File: config.mk
export PLATFORM = sky130hd
export DESIGN_NAME = seg_wr_arbiter
export DESIGN_NICKNAME = d
export VERILOG_FILES = /design/src/rtl/seg_wr_arbiter.sv
export SDC_FILE = /design/constraint.sdc
export NUM_CORES = 1
export LEC_CHECK = 0
export CORE_MARGIN = 2
export CORE_UTILIZATION = 54
export CTS_BUF_LIST = sky130_fd_sc_hd__clkbuf_8
export DETAILED_ROUTE_END_ITERATION = 8
export PLACE_DENSITY = 0.87
export SYNTH_ARGS = -nofsm -noshare
export SYNTH_HDL_FRONTEND = slang
export SYNTH_SLANG_ARGS = --single-unit
File: constraint.sdc
create_clock -name clk -period 4.05 [get_ports clk]
set_input_delay 0.6075 -clock clk [delete_from_list [all_inputs] [get_ports clk]]
set_output_delay 0.6075 -clock clk [all_outputs]
set_load 0.05 [all_outputs]
File: src/rtl/seg_wr_arbiter.sv
// Round-robin write-port arbiter for the 8-digit seven-segment register file,
// with a clear sequencer that sweeps every digit to CLR_VAL.
module seg_wr_arbiter #(
    parameter int          NREQ    = 2,
    parameter logic [3:0]  CLR_VAL = 4'h0
) (
    input  logic                clk,
    input  logic                reset,
    input  logic [NREQ-1:0]     req,
    input  logic [3*NREQ-1:0]   req_sel,
    input  logic [4*NREQ-1:0]   req_num,
    output logic [NREQ-1:0]     gnt,
    input  logic                clr_start,
    output logic                clr_busy,
    output logic                write,
    output logic [2:0]          sel,
    output logic [3:0]          num
);

    typedef enum logic {IDLE, CLEAR} state_t;

    state_t      state_q, state_d;
    logic [2:0]  ptr_q, ptr_d;
    logic [2:0]  idx_q, idx_d;
    logic        write_q, write_d;
    logic [2:0]  sel_q, sel_d;
    logic [3:0]  num_q, num_d;
    logic        busy_q, busy_d;

    // Requester fields widened to a fixed 8-entry view so 3-bit indices fit exactly.
    logic [7:0]  req_pad;
    logic [2:0]  sel_arr [8];
    logic [3:0]  num_arr [8];

    assign req_pad = 8'(req);

    generate
        for (genvar gi = 0; gi < 8; gi++) begin : g_unpack
            if (gi < NREQ) begin : g_used
                assign sel_arr[gi] = req_sel[3*gi +: 3];
                assign num_arr[gi] = req_num[4*gi +: 4];
            end else begin : g_unused
                assign sel_arr[gi] = 3'd0;
                assign num_arr[gi] = 4'd0;
            end
        end
    endgenerate

    logic        win_valid;
    logic [2:0]  win_idx;
    logic [3:0]  cand_sum;
    logic [3:0]  next_ptr;
    logic [7:0]  gnt_pad;

    // Scan from ptr upward, wrapping mod NREQ; first set request wins.
    always_comb begin
        win_valid = 1'b0;
        win_idx   = 3'd0;
        cand_sum  = 4'd0;
        gnt_pad   = 8'd0;
        if (state_q == IDLE && !clr_start && !reset) begin
            for (int off = 0; off < NREQ; off++) begin
                cand_sum = {1'b0, ptr_q} + 4'(off);
                if (cand_sum >= 4'(NREQ)) begin
                    cand_sum = cand_sum - 4'(NREQ);
                end
                if (!win_valid && req_pad[cand_sum[2:0]]) begin
                    win_valid = 1'b1;
                    win_idx   = cand_sum[2:0];
                end
            end
            if (win_valid) begin
                gnt_pad[win_idx] = 1'b1;
            end
        end
        next_ptr = {1'b0, win_idx} + 4'd1;
        if (next_ptr >= 4'(NREQ)) begin
            next_ptr = 4'd0;
        end
    end

    assign gnt = gnt_pad[NREQ-1:0];

    always_comb begin
        state_d = state_q;
        ptr_d   = ptr_q;
        idx_d   = idx_q;
        write_d = 1'b0;
        sel_d   = sel_q;
        num_d   = num_q;
        busy_d  = 1'b0;
        case (state_q)
            IDLE: begin
                if (clr_start) begin
                    write_d = 1'b1;
                    sel_d   = 3'd0;
                    num_d   = CLR_VAL;
                    busy_d  = 1'b1;
                    idx_d   = 3'd1;
                    state_d = CLEAR;
                end else if (win_valid) begin
                    write_d = 1'b1;
                    sel_d   = sel_arr[win_idx];
                    num_d   = num_arr[win_idx];
                    ptr_d   = next_ptr[2:0];
                end
            end
            CLEAR: begin
                // The idx==7 write still counts as part of the sweep, so busy stays high.
                write_d = 1'b1;
                sel_d   = idx_q;
                num_d   = CLR_VAL;
                busy_d  = 1'b1;
                idx_d   = idx_q + 3'd1;
                if (idx_q == 3'd7) begin
                    state_d = IDLE;
                end
            end
            default: state_d = IDLE;
        endcase
    end

    always_ff @(posedge clk or posedge reset) begin
        if (reset) begin
            state_q <= IDLE;
            ptr_q   <= 3'd0;
            idx_q   <= 3'd0;
            write_q <= 1'b0;
            sel_q   <= 3'd0;
            num_q   <= 4'd0;
            busy_q  <= 1'b0;
        end else begin
            state_q <= state_d;
            ptr_q   <= ptr_d;
            idx_q   <= idx_d;
            write_q <= write_d;
            sel_q   <= sel_d;
            num_q   <= num_d;
            busy_q  <= busy_d;
        end
    end

    assign write    = write_q;
    assign sel      = sel_q;
    assign num      = num_q;
    assign clr_busy = busy_q;

endmodule

Figure 1. Metal layers overlaid (run 1).
Drawn at 6 px/um.
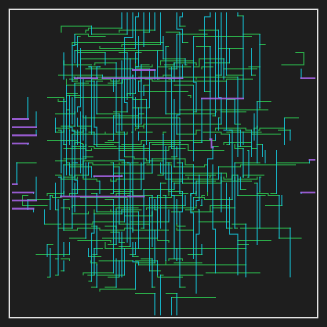
Key: M3 = purple [wire length 77.5 um]; M2 = cyan [wire length 1,260 um]; M1 = green [wire length 1,180 um]

Figure 2. The metal 3 layer (run 1).
Drawn at 10 px/um.
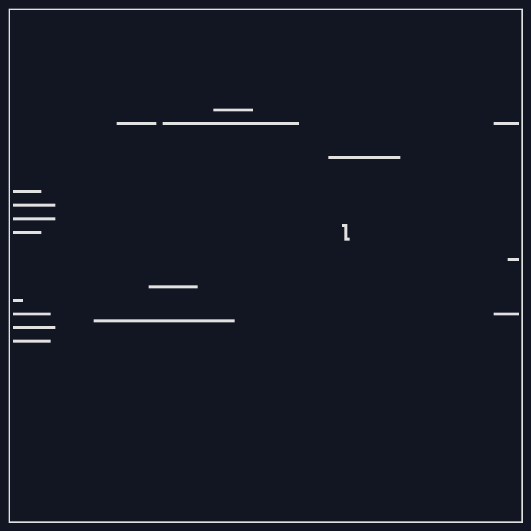
The wires run mostly horizontal. The longest straight run is 13.8 um. 18 nets have wire on it. The layer holds 3.1% of the routed length.

Figure 3. The clock network (run 1).
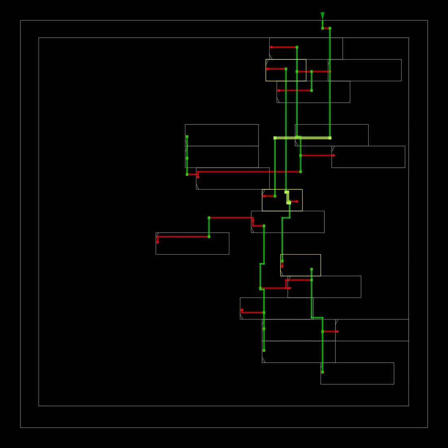
clk sinks: 16
worst-skew pair later-pin latency: 0.24 ns

==> job_summary.md, run 1 <==
## Synthesis and layout report

| Metric | Value |
|---|---|
| Status | `complete, no violations` |
| Max_cap viols | `0` |
| Largest net degree at the start of global routing | `24` |
| R2R setup slack | `1.19 ns` |
| Async SR Flop Fraction | `100%` |
| Post-route DRC | `0` |
| Syn-to-layout area delta | `28.3%` |
| Chip width | `51.1 um` |
| Buffer count from post-CTS setup fixing | `0` |
| Number of enable flip-flop cells | `0` |
| Hold path startpoint | `num[3]$_DFFE_PP0P_` |
| Final Cycle Share | `80.1%` |
| Clk root buf | `clkbuf_8` |
| Aoi share | `22.7%` |
| RSZ-0062 raised after global routing | `false` |
| Most instantiated logic cells after routing | `clkdlybuf4s50_1, dfrtp_1, nand2_1, inv_1` |
| Post-synth net total | `151` |
| Global route total overflow | `0` |
| Hold Crit Depth | `1` |
| Hold Path Class | `reg2reg` |
| Drt pass-1 iters | `4` |
| Die area | `2620 um2` |
| Pwr Density | `542 nW/um2` |
| Final Hold Fails | `0` |
| Adder-cell share of the synthesized area | `9.38%` |
| Number of port buffers | `29` |
| Die height | `51.1 um` |
| CP cell instances | `buf_4 > inv_1 > ha_1 > nand2b_1 > mux2i_2 > and2_1 > a21oi_1 > nor2_1 > buf_4` |
| Top FF cell, synth | `dfrtp_1` |
| Post-route ant nets | `0` |
| Final #Nets | `182` |
| CTS tree | `done` |
| DP Wirelength | `2.05 mm` |
| Met2 GRT Util | `35.1%` |
| Crit path from | `ptr_q[0]$_DFFE_PP0P_` |
| Worst hold slack | `0.515 ns` |
| Reg clk slew, reported paths | `0.06 ns` |
| Stages on worst setup path | `9` |
| Share of layout cells above drive strength 1 | `11.2%` |
| Seq share, synth | `33.4%` |
| Tot GR Track Use | `21.6%` |
| Via density | `5.51` |
| GRT busiest layer | `met2` |
| FMAX | `0.308 GHz` |
| DR WL/cell | `14.0 um` |
| Dominant comb cell | `AND-OR/OR-AND gates` |
-- run 1: layout make-up --
| class | instances | area [um2] | area share [%] |
|---|---|---|---|
| Sequential cell | 16 | 400 | 26.0 |
| Tap cell | 28 | 35.0 | 2.28 |
| Timing Repair Buffer | 30 | 293 | 19.0 |
| Multi-Input combinational cell | 90 | 721 | 46.8 |
| Inverter | 13 | 48.8 | 3.17 |
| Clock buffer | 3 | 41.3 | 2.68 |
-- run 1: registers in the layout, indices dropped and copies added (netlist names) --
signal / cells
clr_busy: 1
state_q: 1
sel: 3
ptr_q: 3
num: 4
write: 1
idx_q: 3
-- run 1: synth_stat cells (2+ instances only) --
cell | count | area (um2)
o31ai_1 | 2 | 15.0
conb_1 | 2 | 7.51
inv_1 | 13 | 48.8
a211o_1 | 3 | 26.3
buf_6 | 2 | 22.5
a21oi_1 | 4 | 20.0
mux2i_1 | 9 | 90.1
dfrtp_1 | 16 | 400
nand2_1 | 13 | 48.8
nand3_1 | 3 | 15.0
mux2_2 | 5 | 56.3
o31a_1 | 3 | 26.3
a21o_1 | 2 | 15.0
a32o_1 | 4 | 40.0
a221o_1 | 4 | 40.0
ha_1 | 9 | 113
and2_1 | 3 | 18.8
a221oi_1 | 2 | 17.5
nor2_1 | 9 | 33.8
mux2i_2 | 2 | 27.5
-- run 1: stage by stage --
step	setup WS, ns	cell area [um2]	utilization [%]	power [mW]
after global placement	1.18	1500	69.7	0.708
after floorplan	1.09	1200	-	0.609
after global routing	0.591	1540	71.6	0.897
after detailed placement	1.09	1500	69.7	0.725
after CTS	0.800	1540	71.6	0.840
final	0.806	1540	71.6	0.834
-- run 1: where the power goes --
part           total (mW)  switching, mW  internal, mW
sequential          0.247         0.0389         0.208
combinational       0.473          0.279         0.195
clock               0.114         0.0479        0.0657
total               0.834          0.365         0.469
Figure 4. Logic cells by family (run 1).
Drawn at 6 px/um.
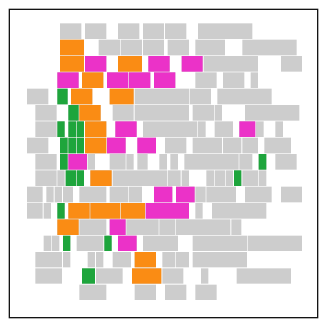

## Run 2: what changed since run 1
--- a/config.mk
+++ b/config.mk
@@ -6,10 +6,10 @@
 export NUM_CORES = 1
 export LEC_CHECK = 0
 export CORE_MARGIN = 2
-export CORE_UTILIZATION = 54
+export CORE_UTILIZATION = 46
 export CTS_BUF_LIST = sky130_fd_sc_hd__clkbuf_8
 export DETAILED_ROUTE_END_ITERATION = 8
-export PLACE_DENSITY = 0.87
+export PLACE_DENSITY = 0.78
 export SYNTH_ARGS = -nofsm -noshare
 export SYNTH_HDL_FRONTEND = slang
 export SYNTH_SLANG_ARGS = --single-unit
==> constraint.sdc (replaced) <==
create_clock -name clk -period 2.7 [get_ports clk]
set_input_delay 0.405 -clock clk [delete_from_list [all_inputs] [get_ports clk]]
set_output_delay 0.405 -clock clk [all_outputs]
set_load 0.05 [all_outputs]
Figure 5. Logic cells by family (run 2).
Drawn at 4 px/um.
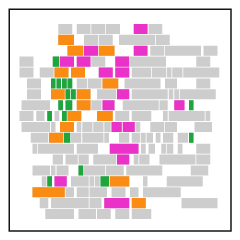
Key: nand cells = green [cells 17, most used nand2_1]; mux cells = orange [cells 16, most used mux2i_1]; non-inverting ao/oa cells = magenta [cells 17]

Figure 6. Clock wires, drivers and flops (run 2).
Drawn at 8 px/um.
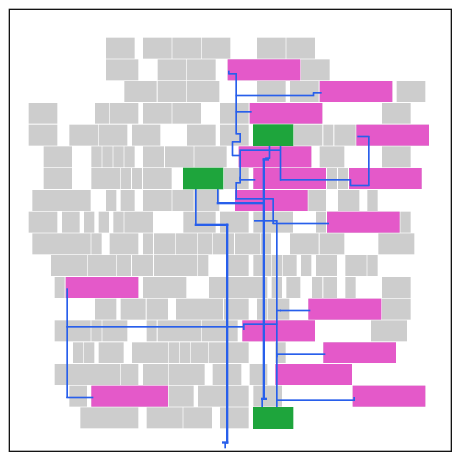
Key: flip-flops = magenta [count 16]; clock-net drivers = green [count 3]; clock wires = blue [length 260 um]
There are 4 routed clock nets.

==> run 2 against run 1 <==
Clock power increased by 96%. Clock skew about the same. Global-route usage increased by 0.27 points. First-iteration DRC count increased by 65%. Critical endpoint unchanged.
==> job_summary.md, run 2 <==
## Synthesis and layout report

| Metric | Value |
|---|---|
| Status | `complete, no violations` |
| Clk sinks | `16` |
| Global route total overflow | `0` |
| Via density | `5.59` |
| Most numerous logic cell after layout | `clkdlybuf4s50_1` |
| Main area contributors | `dfrtp_1, ha_1, mux2i_1` |
| Pwr Density | `837 nW/um2` |
| Stages on worst setup path | `8` |
| CTS tree | `done` |
| Final Power | `1.43 mW` |
| Critical Path End | `gnt[1]` |
| Reg clk slew, reported paths | `0.07 ns` |
| Post-route ant nets | `0` |
| Place WS | `0.100 ns` |
| Die area | `3030 um2` |
| Max reg flops | `4` |
| Worst-skew pair later-pin latency | `0.26 ns` |
| Non-filler cells in the finished layout | `193` |
| Log Warnings | `30` |
| Tot GR Track Use | `21.9%` |
| Most instantiated logic cells after routing | `clkdlybuf4s50_1, dfrtp_1, nand2_1, inv_1, buf_4` |
| Final #Nets | `192` |
| Drt pass-1 iters | `5` |
| CP Capture Type | `output port` |
| Clk root buf | `clkbuf_8` |
| Chip width | `55.1 um` |
| First-pass GRT wire length | `4.66 mm` |
| Hold path startpoint | `idx_q[0]$_DFFE_PP0P_` |
| Commonest cells in the synthesized netlist | `dfrtp_1, inv_1, nand2_1` |
| Number of enable flip-flop cells | `0` |
| Fin area | `1710 um2` |
| Yosys top cell by instances | `dfrtp_1` |
| Hold Crit Depth | `1` |
| Post-synth top area cell | `dfrtp_1` |
| CP cell instances | `buf_8 > ha_1 > a21o_1 > a211o_4 > a211oi_4 > a21oi_2 > nor2_2 > buf_12` |
| Final Hold Fails | `0` |
| R2R depth | `12` |
| Top FF cell, synth | `dfrtp_1` |
| Crit path arrival time | `2.28 ns` |
| Rel. slew slack | `58.4%` |
| Syn-to-layout area delta | `42.4%` |
| Share of the synthesized area in the top cell type | `33.4%` |
| Slew of the pin with the lowest slew margin | `0.624 ns` |
| DP Area | `1580 um2` |
| Die height | `55.1 um` |
| Crit-path max FO | `17` |
| Antenna violations before repair | `0` |
| Share of layout cells above drive strength 1 | `22.7%` |
| FMAX | `0.372 GHz` |
| Worst hold slack | `0.514 ns` |
| Cell Area, Synth | `1200 um2` |
| Seq share, synth | `33.4%` |
| Crit path kind | `reg2out` |
| DR WL/cell | `15.8 um` |
| DP Wirelength | `2.33 mm` |
| Synth unique cells | `33` |
| VDD IR max | `0.000640 V` |
| Max_cap viols | `0` |
| Final worst slack | `0.0130 ns` |
| Hold buffer count at CTS | `0` |
| Worst hold endpoint | `idx_q[0]$_DFFE_PP0P_` |
| Vias in the first global route | `1,039` |
| Crit path from | `ptr_q[0]$_DFFE_PP0P_` |
| R2R setup slack | `0.23 ns` |
| Final Cycle Share | `99.5%` |
| Post-synth net total | `151` |
| Async SR Flop Fraction | `100%` |
| Post-route DRC | `0` |
| Ant diodes | `0` |
| Largest net degree at the start of global routing | `18` |
| Hold Path Class | `reg2reg` |
| Number of port buffers | `29` |
| Post-layout util | `69.0%` |
-- run 2: cell types whose count changed in the layout (fill, tap and decap cells not counted), moves of 2 or more --
| cell | change |
|---|---|
| buf_4 | +7 |
| buf_12 | +2 |
| dfrtp_1 | -2 |
| dfrtp_2 | +2 |
| nor2_1 | -2 |
| nor2_2 | +2 |
-- run 2: kinds of logic after synthesis --
kind of cell	Yosys count	share of synthesized area, %
mux	16	14.5
other cells	2	0.626
buf+inv	17	6.57
simple gates	32	12.1
flops	16	33.4
compound gates	30	22.7
xor+xnor	1	0.730
fa+ha+maj	9	9.38
-- run 2: where the power goes --
group          total [mW]  switching, mW  leakage (nW)  internal, mW
Clock               0.223         0.0928        0.0288         0.130
Combinational       0.831          0.466         0.540         0.365
Sequential          0.377         0.0645         0.194         0.312
Total                1.43          0.623         0.762         0.807
-- run 2: final cells by class --
| type | instances | area, um2 | share of cell area [%] |
|---|---|---|---|
| Clock buffer | 4 | 55.1 | 3.22 |
| Inverter | 13 | 48.8 | 2.86 |
| Multi-Input combinational cell | 90 | 764 | 44.7 |
| Sequential cell | 16 | 403 | 23.6 |
| Tap cell | 30 | 37.5 | 2.20 |
| Timing Repair Buffer | 40 | 400 | 23.4 |
-- run 2: layer usage --
| layer | GRT usage (%) | wire, um | vias to the layer above |
|---|---|---|---|
| met3 | 1.61 | 104 | 5 |
| li1 | - | - | 525 |
| met2 | 37.5 | 1520 | 31 |
| met5 | 0 | 0 | - |
| met1 | 27.5 | 1370 | 518 |
| met4 | 11.4 | 57 | 0 |
-- run 2: timing repair --
action	in CTS	in global routing
pin swaps	0	2
cloned	0	0
setup buffers	0	4
endpoints found under the setup margin	2	3
resized	4	8
Figure 7. Metal layers overlaid (run 2).
Drawn at 4 px/um.
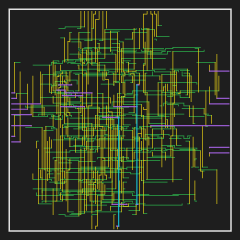

## Run 3: what changed since run 2
--- a/config.mk
+++ b/config.mk
@@ -6,10 +6,10 @@
 export NUM_CORES = 1
 export LEC_CHECK = 0
 export CORE_MARGIN = 2
-export CORE_UTILIZATION = 46
+export CORE_UTILIZATION = 51
 export CTS_BUF_LIST = sky130_fd_sc_hd__clkbuf_8
 export DETAILED_ROUTE_END_ITERATION = 8
-export PLACE_DENSITY = 0.78
+export PLACE_DENSITY = 0.82
 export SYNTH_ARGS = -nofsm -noshare
 export SYNTH_HDL_FRONTEND = slang
 export SYNTH_SLANG_ARGS = --single-unit
==> constraint.sdc (replaced) <==
create_clock -name clk -period 2.95 [get_ports clk]
set_input_delay 0.4425 -clock clk [delete_from_list [all_inputs] [get_ports clk]]
set_output_delay 0.4425 -clock clk [all_outputs]
set_load 0.05 [all_outputs]
Figure 8. Metal layers overlaid (run 3).
Drawn at 6 px/um.
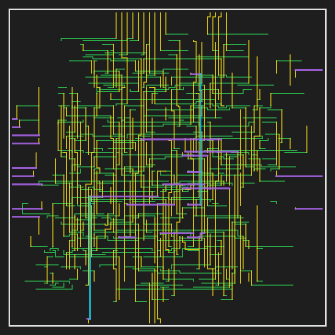
Key: M3 = purple [wire length 126 um]; M4 = cyan [wire length 42.2 um]; M1 = green [wire length 1,250 um]; M2 = yellow [wire length 1,410 um]

Figure 9. Clock wires, drivers and flops (run 3).
Drawn at 10 px/um.
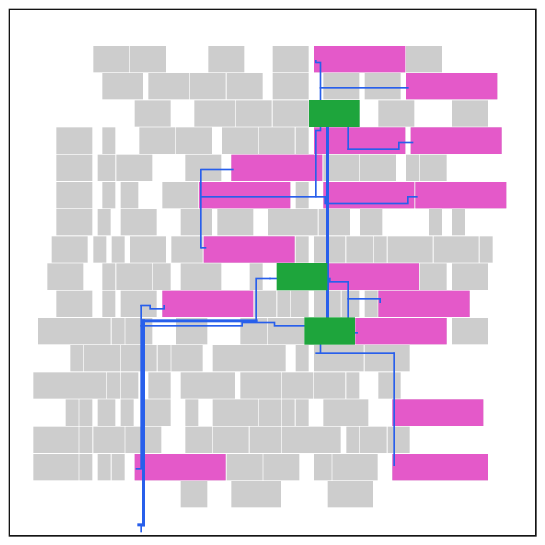
Key: flip-flops = magenta [count 16]; clock-net drivers = green [count 3]; clock wires = blue [length 213 um]
There are 4 routed clock nets.

==> run 3 against run 2 <==
Largest power group unchanged. Clock-buffer cell count unchanged. Total power decreased by 14%. Wire length shrank 7.2%. Critical path type unchanged. Final area is 6.3% lower. Global-route usage rose by 1.7 points. Flip-flop count did not move. Setup slack improved by 0.14 ns. Via count fell by 1.8%.
==> job_summary.md, run 3 <==
## Synthesis and layout report

| Metric | Value |
|---|---|
| Tot GR Track Use | `23.6%` |
| Pwr Density | `768 nW/um2` |
| Crit path from | `ptr_q[2]$_DFFE_PP0P_` |
| DR WL/cell | `15.4 um` |
| Reg clk slew, reported paths | `0.07 ns` |
| CP Capture Type | `output port` |
| Worst-skew pair later-pin latency | `0.25 ns` |
| Final Hold Fails | `0` |
| Async SR Flop Fraction | `100%` |
| Post-route DRC | `0` |
| Hold Crit Depth | `1` |
| Top FF cell, synth | `dfrtp_1` |
| Global route total overflow | `0` |
| Routed wl met2 | `1.41 mm` |
| Yosys top cell by instances | `dfrtp_1` |
| Post-synth top area cell | `dfrtp_1` |
| Post-layout util | `72.4%` |
| Final Power | `1.23 mW` |
| FMAX | `0.358 GHz` |
| Post-synth net total | `151` |
| CP cell instances | `inv_1 > ha_1 > nand2b_1 > mux2i_2 > and2_1 > a21oi_1 > nor2_1 > buf_12` |
| Post-route ant nets | `0` |
| GR Util met3 | `2.29%` |
| Status | `complete, no violations` |
| Crit path kind | `reg2out` |
| Most numerous logic cell after layout | `clkdlybuf4s50_1` |
| Crit-path max FO | `6` |
| Share of the synthesized area in the top cell type | `33.4%` |
| Crit path arrival time | `2.35 ns` |
| Main area contributors | `dfrtp_1, ha_1, mux2i_1` |
| Routed wl met3 | `126 um` |
| Number of enable flip-flop cells | `0` |
| Die height | `52.5 um` |
| Most instantiated logic cells after routing | `clkdlybuf4s50_1, dfrtp_1, nand2_1, inv_1` |
| Via density | `5.76` |
| R2R depth | `12` |
| Synth unique cells | `33` |
| M1 WL | `1.25 mm` |
| Largest net degree at the start of global routing | `17` |
| Slew of the pin with the lowest slew margin | `0.611 ns` |
| Met2 GRT Util | `38.5%` |
| Die area | `2760 um2` |
| Rel. slew slack | `59.2%` |
| Ant diodes | `0` |
| Drt pass-1 iters | `4` |
| Number of port buffers | `29` |
| Max reg flops | `4` |
| GRT busiest layer | `met2` |
| Met1 usage | `31.6%` |
| First-pass GRT wire length | `4.77 mm` |
| R2R setup slack | `0.45 ns` |
| Vias in the first global route | `1,040` |
| Share of layout cells above drive strength 1 | `14.1%` |
| CTS tree | `done` |
| Highest metal used | `met4` |
| Antenna violations before repair | `0` |
| Worst hold endpoint | `num[3]$_DFFE_PP0P_` |
| Max_cap viols | `0` |
| Commonest cells in the synthesized netlist | `dfrtp_1, inv_1, nand2_1` |
| Chip width | `52.5 um` |
## run 3: kinds of logic after synthesis
logic type               synth area share [%]
adder cells (fa/ha/maj)                  9.38
AND-OR/OR-AND                            22.7
AND/OR/NAND/NOR                          12.1
flip-flops                               33.4
other                                   0.626
multiplexers                             14.5
buffers and inverters                    6.57
XOR/XNOR                                0.730
## run 3: critical path, delay by kind of cell (launching register included)
family | cells | cell delay (ns)
AND-OR/OR-AND | 1 | 0.11
adder cells (fa/ha/maj) | 1 | 0.24
buffers and inverters | 2 | 0.25
flip-flops | 1 | 0.48
multiplexers | 1 | 0.38
AND/OR/NAND/NOR | 3 | 0.64
## run 3: area by class of cell
cell class	count	area [um2]	share of cell area, %
Timing Repair Buffer	33	340	21.2
Inverter	13	48.8	3.05
Clock buffer	4	55.1	3.44
Sequential cell	16	402	25.1
Tap cell	28	35.0	2.19
Multi-Input combinational cell	90	721	45.0
## run 3: per-stage QoR
stage	setup WS, ns	cell area (um2)	instances	hold WS [ns]
floorplan	0.156	1200	123	0.356
global placement	0.399	1550	180	0.497
detailed placement	0.375	1550	180	0.512
CTS	0.0977	1600	184	0.526
global route	0.00538	1600	184	0.530
finish	0.157	1600	184	0.526
## run 3: repair_timing
item	4_1_cts	5_1_grt
endpoints found under the hold margin	0	0
hold buffers	0	0
endpoints found under the setup margin	0	2
setup buffers	0	0
resized	0	1
## run 3: report_power, final
group	internal (mW)	leakage (nW)	switching, mW
clock network	0.119	0.0288	0.0791
logic	0.288	0.497	0.390
registers	0.286	0.195	0.0679
Power and IR drop assume default switching activity.
